==> config.mk <==
export PLATFORM = sky130hd
export DESIGN_NAME = spi_reg_responder
export DESIGN_NICKNAME = d
export VERILOG_FILES = /design/src/rtl/spi_reg_pkg.sv /design/src/rtl/sync_edge.sv /design/src/rtl/spi_reg_responder.sv
export SDC_FILE = /design/constraint.sdc
export NUM_CORES = 1
export LEC_CHECK = 0
export CAP_MARGIN = 40
export CELL_PAD_IN_SITES_DETAIL_PLACEMENT = 2
export CELL_PAD_IN_SITES_GLOBAL_PLACEMENT = 2
export CORE_MARGIN = 1.5
export CORE_UTILIZATION = 30
export DETAILED_ROUTE_END_ITERATION = 12
export PLACE_DENSITY = 0.83
export SLEW_MARGIN = 10
export SYNTH_ARGS = -nofsm -noshare
export SYNTH_HDL_FRONTEND = slang
export SYNTH_SLANG_ARGS = --single-unit
export TNS_END_PERCENT = 20
==> constraint.sdc <==
create_clock -name clk -period 6.3 [get_ports clk]
set_input_delay 0.63 -clock clk [delete_from_list [all_inputs] [get_ports clk]]
set_output_delay 0.63 -clock clk [all_outputs]
set_load 0.03 [all_outputs]
==> src/rtl/spi_reg_pkg.sv <==
// ---------------------------------------------------------------------------
// spi_reg_pkg : shared constants and FSM state type for the SPI register block
// Revision 1.0
// ---------------------------------------------------------------------------
`default_nettype none

package spi_reg_pkg;

  localparam int ADDR_WIDTH_DEF     = 7;
  localparam int DATA_WIDTH_DEF     = 8;
  localparam int NUM_CONFIG_REG_DEF = 8;
  localparam int NUM_STATUS_REG_DEF = 4;
  localparam int STATUS_BASE        = 8;
  localparam int FRAME_LEN          = 16;

  typedef enum logic [1:0] {
    ST_IDLE = 2'd0,
    ST_CMD  = 2'd1,
    ST_DATA = 2'd2,
    ST_DONE = 2'd3
  } spi_state_e;

endpackage

`default_nettype wire

==> src/rtl/sync_edge.sv <==
// ---------------------------------------------------------------------------
// sync_edge : 2-flop synchroniser with rise/fall strobes in the clk domain
// Revision 1.0
// ---------------------------------------------------------------------------
`default_nettype none

module sync_edge (
  input  logic clk,
  input  logic rst_n,
  input  logic din,
  output logic dout,
  output logic rise,
  output logic fall
);

  // [0] metastable stage, [1] synchronised level, [2] previous level
  logic [2:0] sync_q;

  always_ff @(posedge clk or negedge rst_n) begin
    if (!rst_n) begin
      sync_q <= 3'b000;
    end else begin
      sync_q <= {sync_q[1:0], din};
    end
  end

  assign dout = sync_q[1];
  assign rise = sync_q[1] & ~sync_q[2];
  assign fall = ~sync_q[1] & sync_q[2];

endmodule

`default_nettype wire

==> src/rtl/spi_reg_responder.sv <==
// ---------------------------------------------------------------------------
// spi_reg_responder : SPI mode-0 slave exposing config (R/W) and status (RO) regs
// Revision 1.0
// ---------------------------------------------------------------------------
`default_nettype none

module spi_reg_responder
  import spi_reg_pkg::*;
#(
  parameter int ADDR_WIDTH     = ADDR_WIDTH_DEF,
  parameter int DATA_WIDTH     = DATA_WIDTH_DEF,
  parameter int NUM_CONFIG_REG = NUM_CONFIG_REG_DEF,
  parameter int NUM_STATUS_REG = NUM_STATUS_REG_DEF
) (
  input  logic                                 clk,
  input  logic                                 rst_n,
  input  logic                                 sck_i,
  input  logic                                 sdi_i,
  input  logic                                 cs_ni,
  output logic                                 sdo_o,
  output logic [NUM_CONFIG_REG*DATA_WIDTH-1:0] config_o,
  input  logic [NUM_STATUS_REG*DATA_WIDTH-1:0] status_i,
  output logic                                 wr_stb_o,
  output logic [ADDR_WIDTH-1:0]                wr_addr_o
);

  localparam int CMD_BITS   = ADDR_WIDTH + 1;
  localparam int FRAME_BITS = CMD_BITS + DATA_WIDTH;
  localparam int SHIFT_W    = (ADDR_WIDTH > DATA_WIDTH - 1) ? ADDR_WIDTH : DATA_WIDTH - 1;
  localparam int CNT_W      = $clog2(FRAME_BITS + 1);

  logic sck_sync, sck_rise, sck_fall;
  logic cs_sync, cs_rise, cs_fall;
  logic sdi_sync, sdi_rise, sdi_fall;

  sync_edge u_sync_sck (.clk(clk), .rst_n(rst_n), .din(sck_i),
                        .dout(sck_sync), .rise(sck_rise), .fall(sck_fall));
  sync_edge u_sync_cs  (.clk(clk), .rst_n(rst_n), .din(cs_ni),
                        .dout(cs_sync), .rise(cs_rise), .fall(cs_fall));
  sync_edge u_sync_sdi (.clk(clk), .rst_n(rst_n), .din(sdi_i),
                        .dout(sdi_sync), .rise(sdi_rise), .fall(sdi_fall));

  logic unused_sync;
  assign unused_sync = &{1'b0, sck_sync, cs_sync, sdi_rise, sdi_fall};

  spi_state_e                state_q, state_d;
  logic [CNT_W-1:0]          bit_cnt_q;
  logic [SHIFT_W-1:0]        shift_q;
  logic                      is_read_q;
  logic [ADDR_WIDTH-1:0]     addr_q;
  logic [DATA_WIDTH-1:0]     rd_shift_q;
  logic                      sdo_q;
  logic                      wr_stb_q;
  logic [ADDR_WIDTH-1:0]     wr_addr_q;
  logic [DATA_WIDTH-1:0]     cfg_q [NUM_CONFIG_REG];

  logic                      cmd_done, frame_done, shift_en, wr_commit;
  logic [CMD_BITS-1:0]       cmd_word;
  logic [DATA_WIDTH-1:0]     wr_data;
  logic [DATA_WIDTH-1:0]     rd_data;
  int                        cmd_addr_i;

  always_ff @(posedge clk or negedge rst_n) begin
    if (!rst_n) begin
      state_q <= ST_IDLE;
    end else begin
      state_q <= state_d;
    end
  end

  always_comb begin
    state_d    = state_q;
    cmd_done   = 1'b0;
    frame_done = 1'b0;
    if (cs_rise) begin
      state_d = ST_IDLE;
    end else begin
      case (state_q)
        ST_IDLE: if (cs_fall) state_d = ST_CMD;
        ST_CMD: begin
          if (sck_rise && bit_cnt_q == CNT_W'(CMD_BITS - 1)) begin
            state_d  = ST_DATA;
            cmd_done = 1'b1;
          end
        end
        ST_DATA: begin
          if (sck_rise && bit_cnt_q == CNT_W'(FRAME_BITS - 1)) begin
            state_d    = ST_DONE;
            frame_done = 1'b1;
          end
        end
        ST_DONE: state_d = ST_DONE;
        default: state_d = ST_IDLE;
      endcase
    end
  end

  assign shift_en  = sck_rise && !cs_rise && (state_q == ST_CMD || state_q == ST_DATA);
  assign cmd_word  = {shift_q[ADDR_WIDTH-1:0], sdi_sync};
  assign wr_data   = {shift_q[DATA_WIDTH-2:0], sdi_sync};
  assign wr_commit = frame_done && !is_read_q && (32'(addr_q) < NUM_CONFIG_REG);

  // Read mux sees cfg_q before any same-cycle write lands, giving pre-write data
  always_comb begin
    cmd_addr_i = 32'(cmd_word[ADDR_WIDTH-1:0]);
    rd_data    = '0;
    for (int i = 0; i < NUM_CONFIG_REG; i++) begin
      if (cmd_addr_i == i) rd_data = cfg_q[i];
    end
    for (int j = 0; j < NUM_STATUS_REG; j++) begin
      if (cmd_addr_i == STATUS_BASE + j) rd_data = status_i[j*DATA_WIDTH +: DATA_WIDTH];
    end
  end

  always_ff @(posedge clk or negedge rst_n) begin
    if (!rst_n) begin
      bit_cnt_q  <= '0;
      shift_q    <= '0;
      is_read_q  <= 1'b0;
      addr_q     <= '0;
      rd_shift_q <= '0;
      sdo_q      <= 1'b0;
      wr_stb_q   <= 1'b0;
      wr_addr_q  <= '0;
    end else begin
      wr_stb_q <= 1'b0;

      if (state_q == ST_IDLE && cs_fall) begin
        bit_cnt_q <= '0;
      end else if (shift_en) begin
        bit_cnt_q <= bit_cnt_q + CNT_W'(1);
        shift_q   <= {shift_q[SHIFT_W-2:0], sdi_sync};
      end

      if (cmd_done) begin
        is_read_q  <= cmd_word[ADDR_WIDTH];
        addr_q     <= cmd_word[ADDR_WIDTH-1:0];
        rd_shift_q <= cmd_word[ADDR_WIDTH] ? rd_data : '0;
      end

      // First falling edge in DATA is sck fall 8, which presents the read MSB
      if (state_q == ST_DATA && is_read_q && !cs_rise) begin
        if (sck_fall) begin
          {sdo_q, rd_shift_q} <= {rd_shift_q, 1'b0};
        end
      end else begin
        sdo_q <= 1'b0;
      end

      if (wr_commit) begin
        wr_stb_q  <= 1'b1;
        wr_addr_q <= addr_q;
      end
    end
  end

  always_ff @(posedge clk or negedge rst_n) begin
    if (!rst_n) begin
      for (int i = 0; i < NUM_CONFIG_REG; i++) cfg_q[i] <= '0;
    end else begin
      for (int i = 0; i < NUM_CONFIG_REG; i++) begin
        if (wr_commit && 32'(addr_q) == i) cfg_q[i] <= wr_data;
      end
    end
  end

  generate
    for (genvar g = 0; g < NUM_CONFIG_REG; g++) begin : g_cfg
      assign config_o[g*DATA_WIDTH +: DATA_WIDTH] = cfg_q[g];
    end
  endgenerate

  assign sdo_o     = sdo_q;
  assign wr_stb_o  = wr_stb_q;
  assign wr_addr_o = wr_addr_q;

endmodule

`default_nettype wire

Run 1, wiring by layer:
Only two layers are drawn.
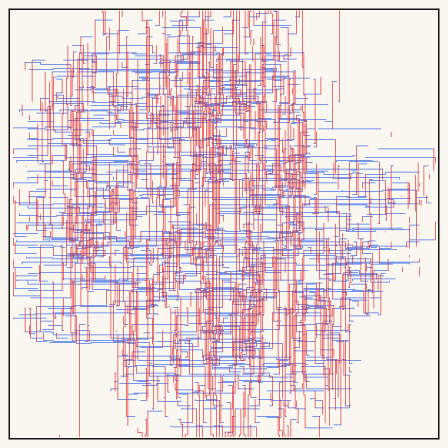
legend:
  metal 1:
    colour: blue
    wire_length: 8170 um
  metal 2:
    colour: red
    wire_length: 9780 um

Run 1, metal 4:
Cells faint in the background.
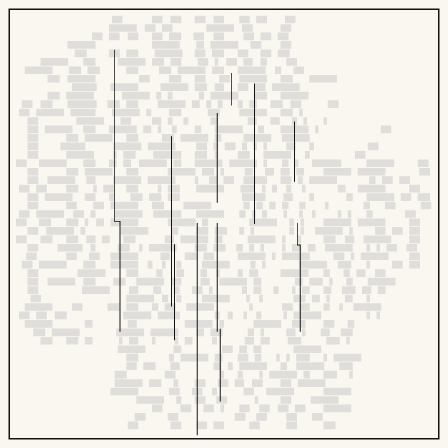
longest straight run: 68.0 um
share of all routed wire: 2.3%
main direction: vertical
wire length on this layer: 441 um
nets with wire on the layer: 9
total routed wirelength: 19000 um
detailed-route via count: 4275

==> run summary, run 1 <==
yosys + openroad results -> combinational gates=308, flop share of the area=between 30% and 40%, standard-cell row count=approximately 49, area fraction in compound gates=approximately an eighth, #FFs+latches synth=roughly 110, Setup WS post-layout=around 3000 ps, CTS Buf Count=9, Mapped Nets=around 510, Final Max Tran Viols=0, crit-path cells=nor4b_1 > nor2b_1 > nand2_1 > a2111oi_0 > o32a_1, Tmin final=~3200 ps, yosys simple share=10.0%, EDFF count, synth=0, M2 GR Usage=between 30% and 40%, chip area=19000 um2, Clock Latency Late Sink=370 ps, slowest stage delay, CP=roughly 870 ps, Crit. Startpoint=shift_q[4], setup TNS=0 ps, skew final=~13 ps, postcts setup bufs=0, Non-clk invs=14, reg-to-reg startpoint=shift_q[4], total power draw=1.93 mW, first-pass GRT wire length=between 20000 and 30000 um, FF-to-FF End=rd_shift_q[5], Synth async-reset ratio=100%, worst slew pin tran=~900 ps, nets=between 600 and 700, Post-Layout Cell Count=~800, Root Driver=clkbuf_16, Top Metal Used=met4, CTS tree=built, Hold WC Path Type=input pin to async pin, Syn. warnings=0, clock-pin slew on the worst setup and hold paths=80 ps, pwr/cell area=~270 nW/um2, cell area after synthesis=roughly 5400 um2, combinational cell power=~0.51 mW, Worst Setup Start Kind=flip-flop, final setup vio count=0, busiest grt layer=met2, outcome=finished clean, WP data arrival=3520 ps, YS chip area=5440 um2, Post-Synthesis Cells=about 470, crit-path max FO=14, Seq share, synth=51.0%, power share of the clock group=~29%, Top logic family=multiplexers, WHS=about 170 ps, Pint=between 1 and 1.5 mW, Worst VDD drop=~0.00015 V, total iterations of the first detailed-routing run=4, die x size=~140 um, leak pwr=between 3 and 4 nW, switching power=0.705 mW, DRT antenna net count=0, R2R setup slack=between 3000 and 4000 ps, final instance area=a little over 7000 um2, Flops=111, # clock sinks=111
Run 1, routing congestion:
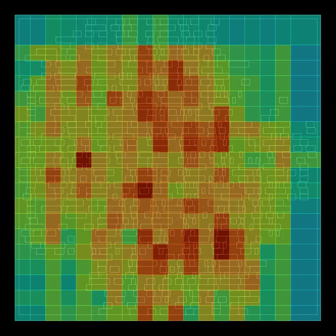
Total Routing Usage GR: 21.3%
post-layout util: 39.3%

-- run 1: layout by cell type (no fill, tap or decap), types with 6 or more instances in the layout --
cell,count
dfrtp_1,109
clkdlybuf4s50_1,108
mux2_2,70
nand2_1,40
o21ai_0,29
mux2i_1,23
nor2_1,15
inv_1,13
a21oi_1,11
ha_1,9
clkbuf_16,9
nand2b_1,8
o211ai_1,7
buf_4,7
and2_1,6
-- run 1: worst register-to-register path, stage by stage, from the launching register on --
cell and delay, ps:
dfrtp_1 580, nor4b_1 880, nor2b_1 650, nand2_1 160, a2111oi_0 640, o32a_1 250
--- run 2 (diff from run 1) ---
Settings changed: PLACE_DENSITY 0.83 to 0.85.
Clock period 6.3 ns to 2.9 ns, I/O delays scaled along.
Run 2, PDN straps and rails:
Bar = 50 um. Pins as bars on the die edge. Tap cells in grey.
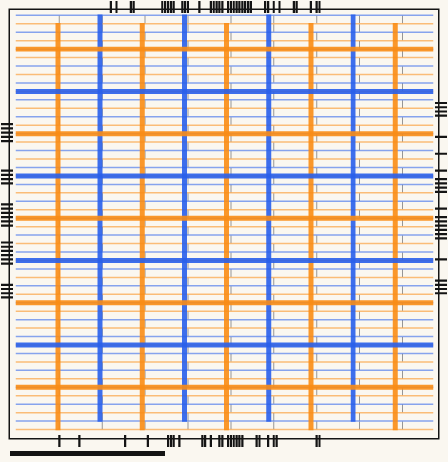
legend:
  VSS:
    colour: orange
  VDD:
    colour: blue
tap cells: 229
signal pins: 110

==> run 2 against run 1 <==
Register-to-register slack got worse by 2900 ps. Routed wire length increased by 4.9%. Sequential share of layout area decreased by 1.2 points. Design area increased by 3.0%. Non-clock buffer count increased by 18. Synthesized cell count unchanged. Combinational power increased by 130%. Flip-flop count unchanged. Count of clock-buffer cells in the layout unchanged. Utilization increased by 1.2 points. Global-route usage increased by 0.70 points. Cell count increased by 2.3%. Largest power group unchanged.
==> run summary, run 2 <==
yosys + openroad results -> outcome=finished clean, initial antenna violation count=0, combinational share of cell area=~34%, combinational gates=308 (unchanged), GRT met3 Usage=approximately 3.3%, clock-pin slew on the worst setup and hold paths=70 ps (about the same), final setup vio count=0 (unchanged), Syn Area/Cell=11.7 um2, Root Driver=clkbuf_16, crit-path max FO=8 (-6), CTS Buf Count=9 (unchanged), final instance area=7250 um2 (+3.0%), Hold WC Path Type=input pin to flip-flop, M2 GR Usage=38.4% (+1.4 points), Clock Latency Late Sink=360 ps (about the same), first-pass GRT wire length=30500 um (+3.3%), DRT antenna net count=0 (unchanged), met2 WL=about 10000 um, pre-CTS setup slack=approximately 16 ps, critical path class=flip-flop to flip-flop, Flops=111 (unchanged), setup TNS=0 ps (unchanged), Seq share, synth=51.0% (unchanged), nets=625 (+3.0%), top-count cell post-synth=dfrtp_1, Post-synth top cells=111 x dfrtp_1, 70 x mux2_2, 40 x nand2_1, 29 x o21ai_0, 26 x clkbuf_1, postcts setup bufs=0 (unchanged), Setup WS post-layout=147 ps (-2930 ps), pwr/cell area=624 nW/um2 (+130%), Final Cycle Share=roughly 95%, Top cells by area=dfrtp_1 51%, mux2_2 14%, mux2i_1 4.2%, Post-Synthesis Cells=467 (unchanged), #FFs+latches synth=111 (unchanged), Total Routing Usage GR=22.0% (+0.70 points), Avg WL per Cell=between 20 and 25 um, FF-to-FF End=config_o[59], bufs w/o clock=~140, post-layout util=40.5% (+1.2 points), io pins=between 100 and 150, Tmin final=2750 ps (-468 ps), WHS=358 ps (+191 ps), YS chip area=5440 um2 (unchanged), Commonest Layout Cell=dfrtp_1, max reg flops=~64, CTS tree=built, chip area=19000 um2 (unchanged), die x size=138 um (unchanged), busiest grt layer=met2, R2R setup slack=150 ps (-2930 ps), Logic cell area=2490 um2, Slew HR=52.9%, WHS Endpoint=u_sync_sdi.sync_q[0], Residual DRC=0, Worst Setup Start Kind=flip-flop, EDFF count, synth=0 (unchanged), Placement Cell Area=6890 um2, FILL cells=~1900, non-clk buf share=between 10% and 20%, max cap viols=0, standard-cell row count=49 (unchanged), cell area after synthesis=5440 um2 (unchanged), total iterations of the first detailed-routing run=4 (unchanged), most frequent cells in the layout=109 x dfrtp_1, 108 x clkdlybuf4s50_1, 70 x mux2_2, Top Metal Used=met4, skew final=8.98 ps (-4.00 ps), leak pwr=3.20 nW (+4.0%), CP Data Required Time=between 3000 and 4000 ps, crit-path cells=ha_1 > and3_1 > ha_1 > nand3b_1 > or4_4 > clkinv_1 > nand2_1 > nor2_2 > buf_4 > mux2_2, worst slew pin tran=707 ps (-192 ps), slowest stage delay, CP=500 ps (-370 ps), WP data arrival=3000 ps (-520 ps), Top class by area=sequential cells, FF+latch area=between 2000 and 3000 um2, Mapped Nets=513 (unchanged), largest net degree at the start of global routing=70, total power draw=4.52 mW (+130%), Syn. warnings=0 (unchanged), Worst VDD drop=0.000328 V (+120%), Post-Layout Cell Count=813 (+2.3%), flop share of the area=38.3% (-1.2 points), Crit. Startpoint=bit_cnt_q[0], Final Max Tran Viols=0 (unchanged), most used cell, CP=ha_1, # clock sinks=111 (unchanged), Non-clk invs=14 (unchanged), Synth async-reset ratio=100% (unchanged), leading area contributor after synthesis=dfrtp_1, vias in the first global route=4994, reg-to-reg startpoint=bit_cnt_q[0]
Run 2, metal 4:
Cells faint in the background.
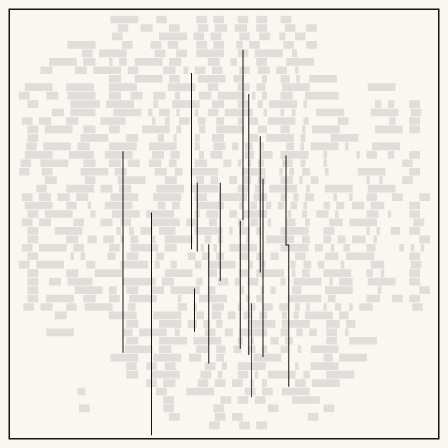
wire length on this layer: 682 um
main direction: vertical
longest straight run: 83.6 um
detailed-route via count: 4377
total routed wirelength: 19900 um

==> run 2: cell counts after synthesis <==
No cell type changed its count.
==> run 2: power breakdown <==
part	total [mW]	switching (mW)	internal (mW)
combinational	1.15	0.680	0.474
clock	1.46	0.605	0.852
sequential	1.91	0.274	1.64
==> run 2: cells by family (layout without fill, tap and decap cells) <==
family / count (synthesis) / count (layout) / synth area share, %
DFF: 111 / 111 / 51.0
buffers and inverters: 48 / 165 / 3.47
xor gates and xnor gates: 3 / 3 / 0.483
and+or+nand+nor: 100 / 100 / 10.0
adders and majority gates: 9 / 9 / 2.07
AOI/OAI and AO/OA: 98 / 98 / 12.4
muxes: 98 / 98 / 20.6
==> run 2: repair_timing <==
item	4_1_cts	5_1_grt
endpoints found under the setup margin	1	8
hold endpoints to repair	42	0
hold buffers	1	0
pin swaps	0	0
resized	1	1
Power figures rest on the tool's default switching activity, not on a simulated workload.
